==> config.mk <==
export PLATFORM = sky130hd
export DESIGN_NAME = stream_packer_flat
export DESIGN_NICKNAME = d
export VERILOG_FILES = /design/src/rtl/stream_packer_if.sv /design/src/rtl/stream_packer.sv /design/src/flat_wrapper.sv
export SDC_FILE = /design/constraint.sdc
export NUM_CORES = 1
export LEC_CHECK = 0
export ABC_AREA = 1
export CELL_PAD_IN_SITES_DETAIL_PLACEMENT = 2
export CELL_PAD_IN_SITES_GLOBAL_PLACEMENT = 2
export CORE_MARGIN = 1.5
export CORE_UTILIZATION = 25
export CTS_CLUSTER_SIZE = 28
export DETAILED_ROUTE_END_ITERATION = 12
export PLACE_DENSITY_LB_ADDON = 0.1
export SETUP_SLACK_MARGIN = 0.2
export SLEW_MARGIN = 25
export SYNTH_ARGS = -nofsm -noshare
export SYNTH_HDL_FRONTEND = slang
export SYNTH_SLANG_ARGS = --single-unit
==> constraint.sdc <==
create_clock -name i_clk -period 4.71 [get_ports i_clk]
set_input_delay 0.942 -clock i_clk [delete_from_list [all_inputs] [get_ports i_clk]]
set_output_delay 0.942 -clock i_clk [all_outputs]
set_load 0.05 [all_outputs]
==> src/rtl/stream_packer_if.sv <==
`default_nettype none
// ============================================================================
// Module      : stream_packer_if
// Description : Handshake bundle for stream_packer. Carries the narrow input
//               beat stream (valid/ready/data) and the wide output word stream
//               (valid/ready/data/keep). Signal names are from the packer's
//               point of view: i_* flow into the packer, o_* flow out of it.
// Modports    : slave  - packer side (consumes beats, produces words)
//               master - environment side (produces beats, consumes words)
// Revision    : 1.0 - initial release
// ============================================================================
interface stream_packer_if #(
  parameter int DATA_WIDTH = 8,
  parameter int RATIO      = 4
);
  logic                          i_valid;  // input beat valid
  logic                          o_ready;  // packer can take a beat
  logic [DATA_WIDTH-1:0]         i_data;   // input beat
  logic                          o_valid;  // output word valid
  logic                          i_ready;  // downstream can take a word
  logic [DATA_WIDTH*RATIO-1:0]   o_data;   // packed word, first beat in lane 0
  logic [RATIO-1:0]              o_keep;   // 1 = lane holds a real beat

  modport slave (
    input  i_valid, i_data, i_ready,
    output o_ready, o_valid, o_data, o_keep
  );

  modport master (
    output i_valid, i_data, i_ready,
    input  o_ready, o_valid, o_data, o_keep
  );
endinterface
`default_nettype wire

==> src/rtl/stream_packer.sv <==
`default_nettype none
// ============================================================================
// Module      : stream_packer
// Description : Packs RATIO narrow beats into one wide word with a per-lane
//               keep mask. A partially filled word is flushed after TIMEOUT
//               idle cycles (TIMEOUT = 0 disables flushing). The output word
//               sits in a register and holds steady under backpressure.
// Ports       : i_clk - clock, rising edge
//               i_rst - reset, asynchronous assert, active-low
//               bus   - stream_packer_if.slave (input beats, output words)
// Revision    : 1.0 - initial release
// ============================================================================
module stream_packer #(
  parameter int DATA_WIDTH = 8,
  parameter int RATIO      = 4,
  parameter int TIMEOUT    = 16
) (
  input  wire logic        i_clk,
  input  wire logic        i_rst,
  stream_packer_if.slave   bus
);

  localparam int W      = DATA_WIDTH * RATIO;
  localparam int CNT_W  = (RATIO > 1) ? $clog2(RATIO) : 1;
  // A zero TIMEOUT would give a zero-width counter; keep one bit instead.
  localparam int IDLE_W = (TIMEOUT > 0) ? $clog2(TIMEOUT + 1) : 1;

  localparam logic [CNT_W-1:0]  C_LAST     = CNT_W'(RATIO - 1);
  localparam logic [IDLE_W-1:0] C_TMO      = IDLE_W'(TIMEOUT);
  localparam bit                C_FLUSH_EN = (TIMEOUT != 0);

  logic [W-1:0]      acc_q,       acc_d;
  logic [CNT_W-1:0]  cnt_q,       cnt_d;
  logic [IDLE_W-1:0] idle_q,      idle_d;
  logic [W-1:0]      out_data_q,  out_data_d;
  logic [RATIO-1:0]  out_keep_q,  out_keep_d;
  logic              out_valid_q, out_valid_d;

  logic              w_out_free;
  logic              w_ready;
  logic              w_accept;
  logic              w_flush;
  logic [RATIO-1:0]  w_flush_keep;

  // The output register can take a new word if it is empty or draining now.
  assign w_out_free = !out_valid_q || bus.i_ready;

  // Only the completing beat needs room in the output register, so the
  // first RATIO-1 beats of a word are taken even under backpressure.
  // Gating with i_rst keeps the handshake closed while reset is held.
  assign w_ready  = i_rst && ((cnt_q != C_LAST) || w_out_free);
  assign w_accept = bus.i_valid && w_ready;

  // An arriving beat always beats a flush in the same cycle.
  assign w_flush = C_FLUSH_EN && (cnt_q != '0) && (idle_q == C_TMO) &&
                   w_out_free && !w_accept;

  always_comb begin
    w_flush_keep = '0;
    for (int i = 0; i < RATIO; i++) begin
      w_flush_keep[i] = (i < int'(cnt_q));
    end
  end

  always_comb begin
    acc_d       = acc_q;
    cnt_d       = cnt_q;
    idle_d      = idle_q;
    out_data_d  = out_data_q;
    out_keep_d  = out_keep_q;
    out_valid_d = out_valid_q;

    if (out_valid_q && bus.i_ready) begin
      out_valid_d = 1'b0;
    end

    if (w_accept) begin
      idle_d = '0;
      if (cnt_q == C_LAST) begin
        out_data_d                             = acc_q;
        out_data_d[W-DATA_WIDTH +: DATA_WIDTH] = bus.i_data;
        out_keep_d                             = '1;
        out_valid_d                            = 1'b1;
        acc_d                                  = '0;
        cnt_d                                  = '0;
      end else begin
        acc_d[int'(cnt_q)*DATA_WIDTH +: DATA_WIDTH] = bus.i_data;
        cnt_d                                       = cnt_q + CNT_W'(1);
      end
    end else if (w_flush) begin
      out_data_d  = acc_q;
      out_keep_d  = w_flush_keep;
      out_valid_d = 1'b1;
      acc_d       = '0;
      cnt_d       = '0;
      idle_d      = '0;
    end else if (C_FLUSH_EN && (cnt_q != '0) && (idle_q != C_TMO)) begin
      // Saturates at TIMEOUT; a blocked flush then waits for out_free.
      idle_d = idle_q + IDLE_W'(1);
    end
  end

  always_ff @(posedge i_clk or negedge i_rst) begin
    if (!i_rst) begin
      acc_q       <= '0;
      cnt_q       <= '0;
      idle_q      <= '0;
      out_data_q  <= '0;
      out_keep_q  <= '0;
      out_valid_q <= 1'b0;
    end else begin
      acc_q       <= acc_d;
      cnt_q       <= cnt_d;
      idle_q      <= idle_d;
      out_data_q  <= out_data_d;
      out_keep_q  <= out_keep_d;
      out_valid_q <= out_valid_d;
    end
  end

  assign bus.o_ready = w_ready;
  assign bus.o_valid = out_valid_q;
  assign bus.o_data  = out_data_q;
  assign bus.o_keep  = out_keep_q;

endmodule
`default_nettype wire

==> src/flat_wrapper.sv <==
// flat-port wrapper written by rule: the top's interface ports become plain ports
module stream_packer_flat 
#(
  parameter int DATA_WIDTH = 8,
  parameter int RATIO      = 4,
  parameter int TIMEOUT    = 16
)
  (i_clk, i_rst, bus_i_valid, bus_i_data, bus_i_ready, bus_o_ready, bus_o_valid, bus_o_data, bus_o_keep);
  stream_packer_if #(.DATA_WIDTH(DATA_WIDTH), .RATIO(RATIO)) bus_i ();
  input  wire logic i_clk;
  input  wire logic i_rst;
  input wire logic [$bits(bus_i.i_valid)-1:0] bus_i_valid;
  input wire logic [$bits(bus_i.i_data)-1:0] bus_i_data;
  input wire logic [$bits(bus_i.i_ready)-1:0] bus_i_ready;
  output wire logic [$bits(bus_i.o_ready)-1:0] bus_o_ready;
  output wire logic [$bits(bus_i.o_valid)-1:0] bus_o_valid;
  output wire logic [$bits(bus_i.o_data)-1:0] bus_o_data;
  output wire logic [$bits(bus_i.o_keep)-1:0] bus_o_keep;
  assign bus_i.i_valid = bus_i_valid;
  assign bus_i.i_data = bus_i_data;
  assign bus_i.i_ready = bus_i_ready;
  assign bus_o_ready = bus_i.o_ready;
  assign bus_o_valid = bus_i.o_valid;
  assign bus_o_data = bus_i.o_data;
  assign bus_o_keep = bus_i.o_keep;
  stream_packer #(.DATA_WIDTH(DATA_WIDTH), .RATIO(RATIO), .TIMEOUT(TIMEOUT)) u_core (.i_clk(i_clk), .i_rst(i_rst), .bus(bus_i));
endmodule
==> GITHUB_STEP_SUMMARY, run 1 <==
## Synthesis and layout report

| Metric | Value |
|---|---|
| Outcome | `complete, no violations` |
| Die width | `124.6 um` |
| Initial antenna violation count | `0` |
| CTS buffer count | `9` |
| Clock share of power | `0.252` |
| Yosys cell types | `26` |
| Slew HR | `0.4740` |
| Final hold vios | `0` |
| Layout cell share with drive strength beyond 1 | `0.06903` |
| Adder-Cell Fraction of Synth Area | `0.02706` |
| Core Util, Final | `0.3163` |
| # rows | `44` |
| Max stage delay on crit path | `just under 800 ps` |
| Buffers and inverters on the worst path | `4` |
| Clock Path Buffers | `2` |
| Vias per inst | `4.546` |
| Top-count cell post-synth | `nand2_1` |
| Yosys warning count | `0` |
| RR Startpoint | `u_core.cnt_q[0]$_DFFE_PN0P_` |
| Gr usage total | `0.1528` |
| Most used flip-flop cell | `dfrtp_1` |
| Min cycle time layout | `between 3000 and 4000 ps` |
| R2R cell count | `9` |
| Critical path's most frequent cell | `clkdlybuf4s50_1` |
| Post-route cell area | `between 4000 and 5000 sq um` |
| Sequential share of power | `0.358` |
| Yosys stat area | `3699 sq um` |
| Clk latency late pin | `350 ps` |
| Critical Path Start | `bus_i_ready` |
| WP depth | `6` |
| Cell area power density | `552.5 nW/um^2` |
| Worst Path Max Fanout | `10` |
| Number of fill cells | `1662` |
| Chip area | `15530 sq um` |
| Dpl hpwl | `between 7000 and 8000 um` |
[run 1: metal layers]
| metal | vias to the layer above | wire length (um) | global-route usage |
|---|---|---|---|
| met5 | - | 0 | 0 |
| met4 | 0 | 157 | 0.05071 |
| met3 | 13 | 332 | 0.03608 |
| met2 | 42 | 5241 | 0.2498 |
| met1 | 1547 | 5300 | 0.1987 |
| li1 | 1539 | - | - |
[run 1: registers in the layout (all words and copies together) (netlist names)]
register            flops
u_core.cnt_q            2
u_core.acc_q           32
u_core.bus.o_data      32
u_core.bus.o_keep       4
u_core.idle_q           5
u_core.bus.o_valid      1
[run 1: stage by stage]
stage | cells | worst slack [ps]
detailed placement | 675 | 1210
finish | 691 | 1213
global placement | 675 | 1205
floorplan | 458 | 2333
CTS | 691 | 1196
global route | 691 | 1138
[run 1: layout by cell type (no fill, tap or decap), drive strengths merged]
cell / n
ha: 8
o21ai: 2
inv: 28
clkbuf: 14
clkdlybuf4s50: 48
a21oi: 2
buf: 6
nor3: 5
xor2: 1
dfrtp: 76
nand4: 12
or2: 1
clkinv: 2
nor2: 30
nand2: 200
nand3: 72
[run 1: power groups by stage]
stage,clock network [mW],logic (mW),registers [mW]
2_1_floorplan,0,0.405,1.18
5_1_grt,0.686,1.09,0.930
3_5_place_dp,0,0.999,0.922
3_3_place_gp,0,0.985,0.915
4_1_cts,0.663,1.01,0.912
6_report,0.637,0.987,0.907
[run 1: cell type report]
cell class / count / share of cell area
clock buffers: 14 / 0.05546
clock inverters: 2 / 0.002186
inverters: 28 / 0.02350
multi-input cells: 333 / 0.3385
flip-flops and latches: 76 / 0.4153
well taps: 184 / 0.05027
repair buffers: 54 / 0.1148
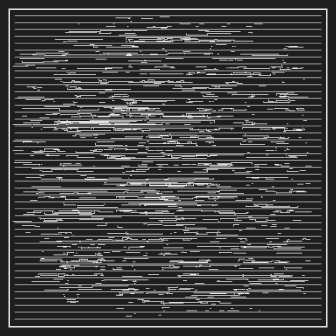
Fig. 1. Metal 1 (run 1).
Supply wires on this layer in gray.
The layer holds 48% of the routed length. The layer carries 5300 um of wire.
GRT met1 Usage: 0.1987
routed vias: 3141
WL final: 11030 um

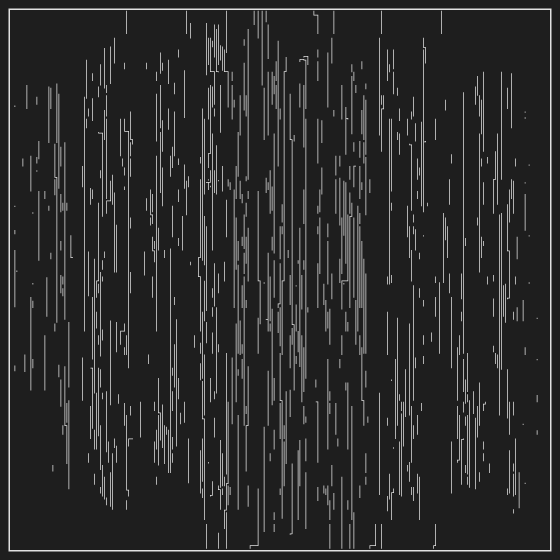
Fig. 2. The metal 2 layer (run 1).
The wires run mostly vertical. The layer holds 48% of the routed length. The layer carries 5240 um of wire. 436 nets have wire on it.
grt met2 use: 0.2498

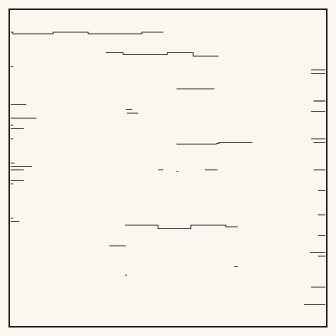
Fig. 3. Met3 routing (run 1).
The longest straight run is 21.2 um. The layer carries 332 um of wire. The wires run mostly horizontal. The layer holds 3.0% of the routed length.
global routing usage on met3: 0.03608

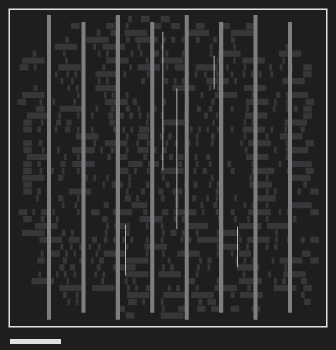
Fig. 4. Met4 routing (run 1).
Scale bar: 20 um. Supply wires on this layer in gray. Cells faint in the background.
The longest straight run is 55.1 um. The layer carries 158 um of wire.

==> run 1 -> run 2 <==
clock period = 3.1 ns   (was 4.71 ns; I/O delays follow)
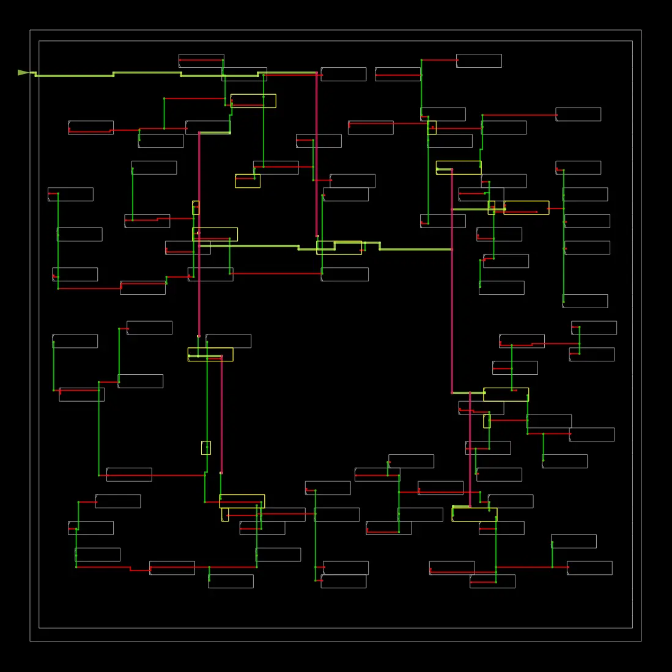
Fig. 5. Clock routing (run 2).
CTS buffer count: 9
clk pwr: 969 uW
# clock sinks: 76
clock skew: 7.368 ps

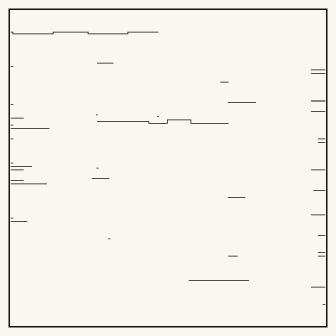
Fig. 6. Met3 routing (run 2).
The wires run mostly horizontal. The longest straight run is 23.5 um. 30 nets have wire on it.
global routing usage on met3: 0.02792
routed vias: 3171

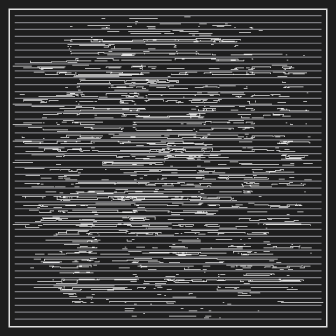
Fig. 7. Metal 1 (run 2).
Supply wires on this layer in gray.
The longest straight run is 37.3 um. 463 nets have wire on it. The layer holds 49% of the routed length. The layer carries 5440 um of wire. The wires run mostly horizontal.
WL final: 11180 um
GRT met1 Usage: 0.2053

==> run 2 against run 1 <==
Against the previous run:
- combinational power grew 53%
- clock power grew 52%
- count of clock-buffer cells in the layout is the same
- die area is the same
- sequential cell count is the same
- critical path depth shrank 1
- register-to-register slack lost 800 ps
- sequential power grew 52%
- cell count grew 0.58%
- setup slack lost 630 ps
- largest cell class unchanged
- largest power group unchanged
==> GITHUB_STEP_SUMMARY, run 2 <==
## Synthesis and layout report

| Metric | Value |
|---|---|
| Outcome | `complete, no violations` |
| Met2 wire len | `5275 um` |
| Gr busiest metal | `met2` |
| Dpl ws | `between 400 and 500 ps` |
| Chip area | `15530 sq um` |
| Final hold vios | `0` |
| DR top layer | `met4` |
| Fin cells | `about 700` |
| Met1 WL | `5442 um` |
| Yosys stat area | `3699 sq um` |
| Gr usage total | `0.1556` |
| Top-count cell post-synth | `nand2_1` |
| Dpl hpwl | `8044 um` |
| Routed length on met3 | `293 um` |
| Vias per inst | `4.563` |
| Die width | `124.6 um` |
| Core Util, Final | `0.3183` |
| Yosys warning count | `0` |
| Number of fill cells | `1662` |
| Clock Path Buffers | `2` |
| # rows | `approximately 44` |
| Most used flip-flop cell | `dfrtp_1` |
| Max stage delay on crit path | `about 590 ps` |
| Cell area power density | `approximately 840 nW/um^2` |
| R2R cell count | `8` |
| Top cell excl fill/tap | `nand2_1` |
| Min cycle time layout | `2515 ps` |
| Top cells excl fill/tap | `nand2_1 (194), dfrtp_1 (75), nand3_1 (69)` |
| Post-route cell area | `between 4000 and 5000 sq um` |
| Grt met2 use | `0.2560` |
| Clk latency late pin | `340 ps` |
[run 2: cell counts after synthesis]
Identical to the previous run, type by type.
[run 2: path summary, 6_finish.rpt]
kind                                               from                      endpoint  slack (ps)
min                                               i_rst  u_core.bus.o_valid$_DFF_PN0_         140
min in group i_clk         u_core.acc_q[12]$_DFFE_PN0P_  u_core.acc_q[12]$_DFFE_PN0P_         470
min reg2reg                u_core.acc_q[12]$_DFFE_PN0P_  u_core.acc_q[12]$_DFFE_PN0P_         470
max in group asynchronous                         i_rst   u_core.cnt_q[0]$_DFFE_PN0P_        1700
max reg2reg                 u_core.cnt_q[0]$_DFFE_PN0P_   u_core.acc_q[5]$_DFFE_PN0P_         720
max                         u_core.cnt_q[0]$_DFFE_PN0P_                   bus_o_ready         590
[run 2: worst max-delay path, delay by kind of cell (launching register included)]
| kind | cells | cell delay (ps) |
|---|---|---|
| flip-flops | 1 | 590 |
| AND/OR/NAND/NOR | 2 | 320 |
| buffers and inverters | 2 | 220 |
| adder cells (fa/ha/maj) | 1 | 420 |
[run 2: report_power, final]
| group | internal (mW) | switching, mW | leakage [nW] |
|---|---|---|---|
| logic | 0.457 | 1.06 | 1.24 |
| clock network | 0.563 | 0.406 | 0.131 |
| registers | 1.21 | 0.170 | 1.04 |
| total | 2.23 | 1.63 | 2.40 |
[run 2: layout make-up]
class / count / area share
clock buffers: 14 / 0.05512
inverters: 28 / 0.02335
multi-input cells: 333 / 0.3364
flip-flops and latches: 76 / 0.4130
repair buffers: 58 / 0.1200
well taps: 184 / 0.04996
clock inverters: 2 / 0.002172
[run 2: logic make-up after synthesis]
logic type               share of synthesized area
AND-OR/OR-AND                             0.005413
XOR/XNOR                                  0.002368
adder cells (fa/ha/maj)                    0.02706
buffers and inverters                      0.06665
flip-flops                                  0.5142
AND/OR/NAND/NOR                             0.3843
==> run 2 -> run 3 <==
clock period = 2.6 ns   (was 3.1 ns; I/O delays follow)
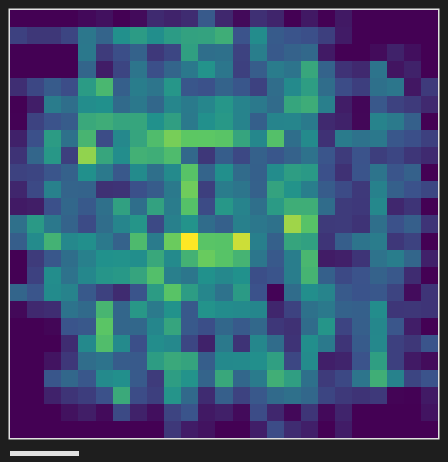
Fig. 8. Signal metal coverage by tile (run 3).
Scale bar: 20 um. 25 x 25 tiles, from dark purple (low) to yellow (high), scaled to the fullest tile. Values are wire area over tile area, all layers added.
The densest ninth of the die: middle. 16% of the tiles are over half the peak. The fullest tile reaches 0.36. 13% of the tiles are nearly empty. The mean over all tiles is 0.11.
WL final: 11090 um
routed vias: 3138
gr usage total: 0.1559
wire per inst: 15.93 um

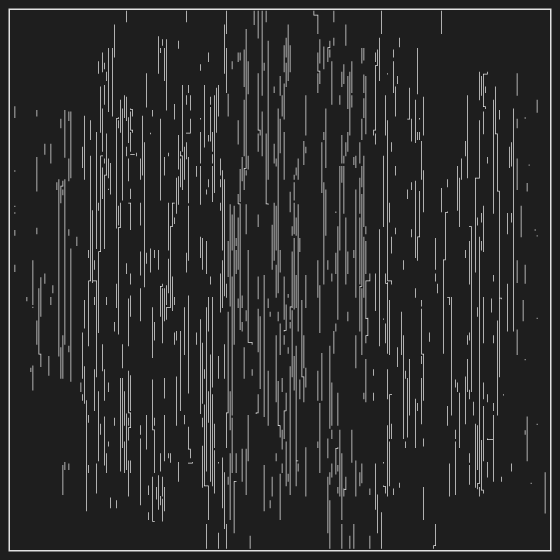
Fig. 9. The metal 2 layer (run 3).
The layer carries 5210 um of wire. The layer holds 47% of the routed length.
grt met2 use: 0.2544

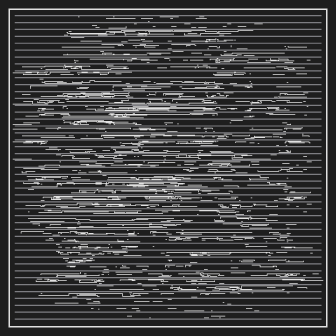
Fig. 10. Metal 1 (run 3).
Supply wires on this layer in gray.
The layer holds 49% of the routed length. The wires run mostly horizontal. The layer carries 5440 um of wire. The longest straight run is 67.2 um.
GRT met1 Usage: 0.2061

==> run 3 against run 2 <==
Against the previous run:
- power grew 23%
- first-iteration DRC count increased by 18%
- worst hold slack worse by 30 ps
- critical path depth unchanged
- count of clock-buffer cells in the layout unchanged
- die area unchanged
- cell count is 0.14% higher
- non-clock buffer count grew 2
- largest power group unchanged
==> GITHUB_STEP_SUMMARY, run 3 <==
## Synthesis and layout report

| Metric | Value |
|---|---|
| Outcome | `complete, no violations` |
| Top cells excl fill/tap | `nand2_1 (194), dfrtp_1 (76), nand3_1 (69)` |
| Max stage delay on crit path | `420 ps` |
| # clock sinks | `roughly 76` |
| Worst Path Max Fanout | `10` |
| WP depth | `5` |
| Chip area | `15530 sq um` |
| Final hold vios | `0` |
| R2R Path End | `u_core.bus.o_keep[1]$_DFFE_PN0P_` |
| Top cell excl fill/tap | `nand2_1` |
| Slew HR | `0.5570` |
| RR Startpoint | `u_core.cnt_q[1]$_DFFE_PN0P_` |
| Yosys cell types | `26` |
| Clock skew | `7.816 ps` |
| Dpl cells | `681` |
| Dpl hpwl | `around 8100 um` |
| Yosys warning count | `0` |
| Post-route cell area | `4662 sq um` |
| Min cycle time layout | `2224 ps` |
| Clk latency late pin | `340 ps` |
| Initial antenna violation count | `0` |
| Most used flip-flop cell | `dfrtp_1` |
| CP top delay family | `flip-flops` |
| CP Capture Point | `bus_o_ready` |
| CTS buffer count | `9` |
| Die width | `124.6 um` |
run 3: cell count changes in the layout (fill, tap and decap cells not counted), sizes merged:
cell / delta
buf: +2
clkinv: -2
bufinv: +1
run 3: metal layers:
metal / track usage / wire length [um]
met2: 0.2544 / 5211
met3: 0.03651 / 296
met1: 0.2061 / 5442
met5: 0 / 0
met4: 0.04462 / 138
run 3: area by class of cell:
class / instances / area, sq um / area share
multi-input combinational: 333 / 1550 / 0.3325
timing repair buffer: 60 / 568.0 / 0.1218
inverter: 28 / 107.6 / 0.02308
clock inverter: 1 / 30.03 / 0.006441
sequential: 76 / 1902 / 0.4079
tap: 184 / 230.2 / 0.04938
clock buffer: 14 / 274.0 / 0.05878
run 3: logic make-up after synthesis:
group / count (synthesis) / share of synthesized area
simple gates: 320 / 0.3843
fa+ha+maj: 8 / 0.02706
compound gates: 4 / 0.005413
flops: 76 / 0.5142
xor+xnor: 1 / 0.002368
buf+inv: 49 / 0.06665
run 3: metrics by stage:
step                        util  hold slack (ps)  worst slack, ps
after global placement    0.3010            447.6            500.6
final                     0.3220            107.0            376.1
after detailed placement  0.3010            460.7            434.7
after CTS                 0.3220            86.33            324.0
after floorplan                -            224.4            831.6
after global routing      0.3220            102.9            232.2
run 3: where the power goes:
group	total, mW	internal [mW]	switching [mW]
Sequential	1.61	1.44	0.171
Combinational	1.85	0.554	1.29
Clock	1.29	0.818	0.477
Total	4.76	2.82	1.94
run 3: worst reg2reg max path, stage by stage, from the launching register on:
cell and delay (ps):
dfrtp_1 420, inv_1 140, ha_1 330, inv_2 230
nand2_1 80, nor2_1 150, nand2_2 110, nand2_4 310
nand2_1 120, nand2_1 80
Power and IR drop assume default switching activity.
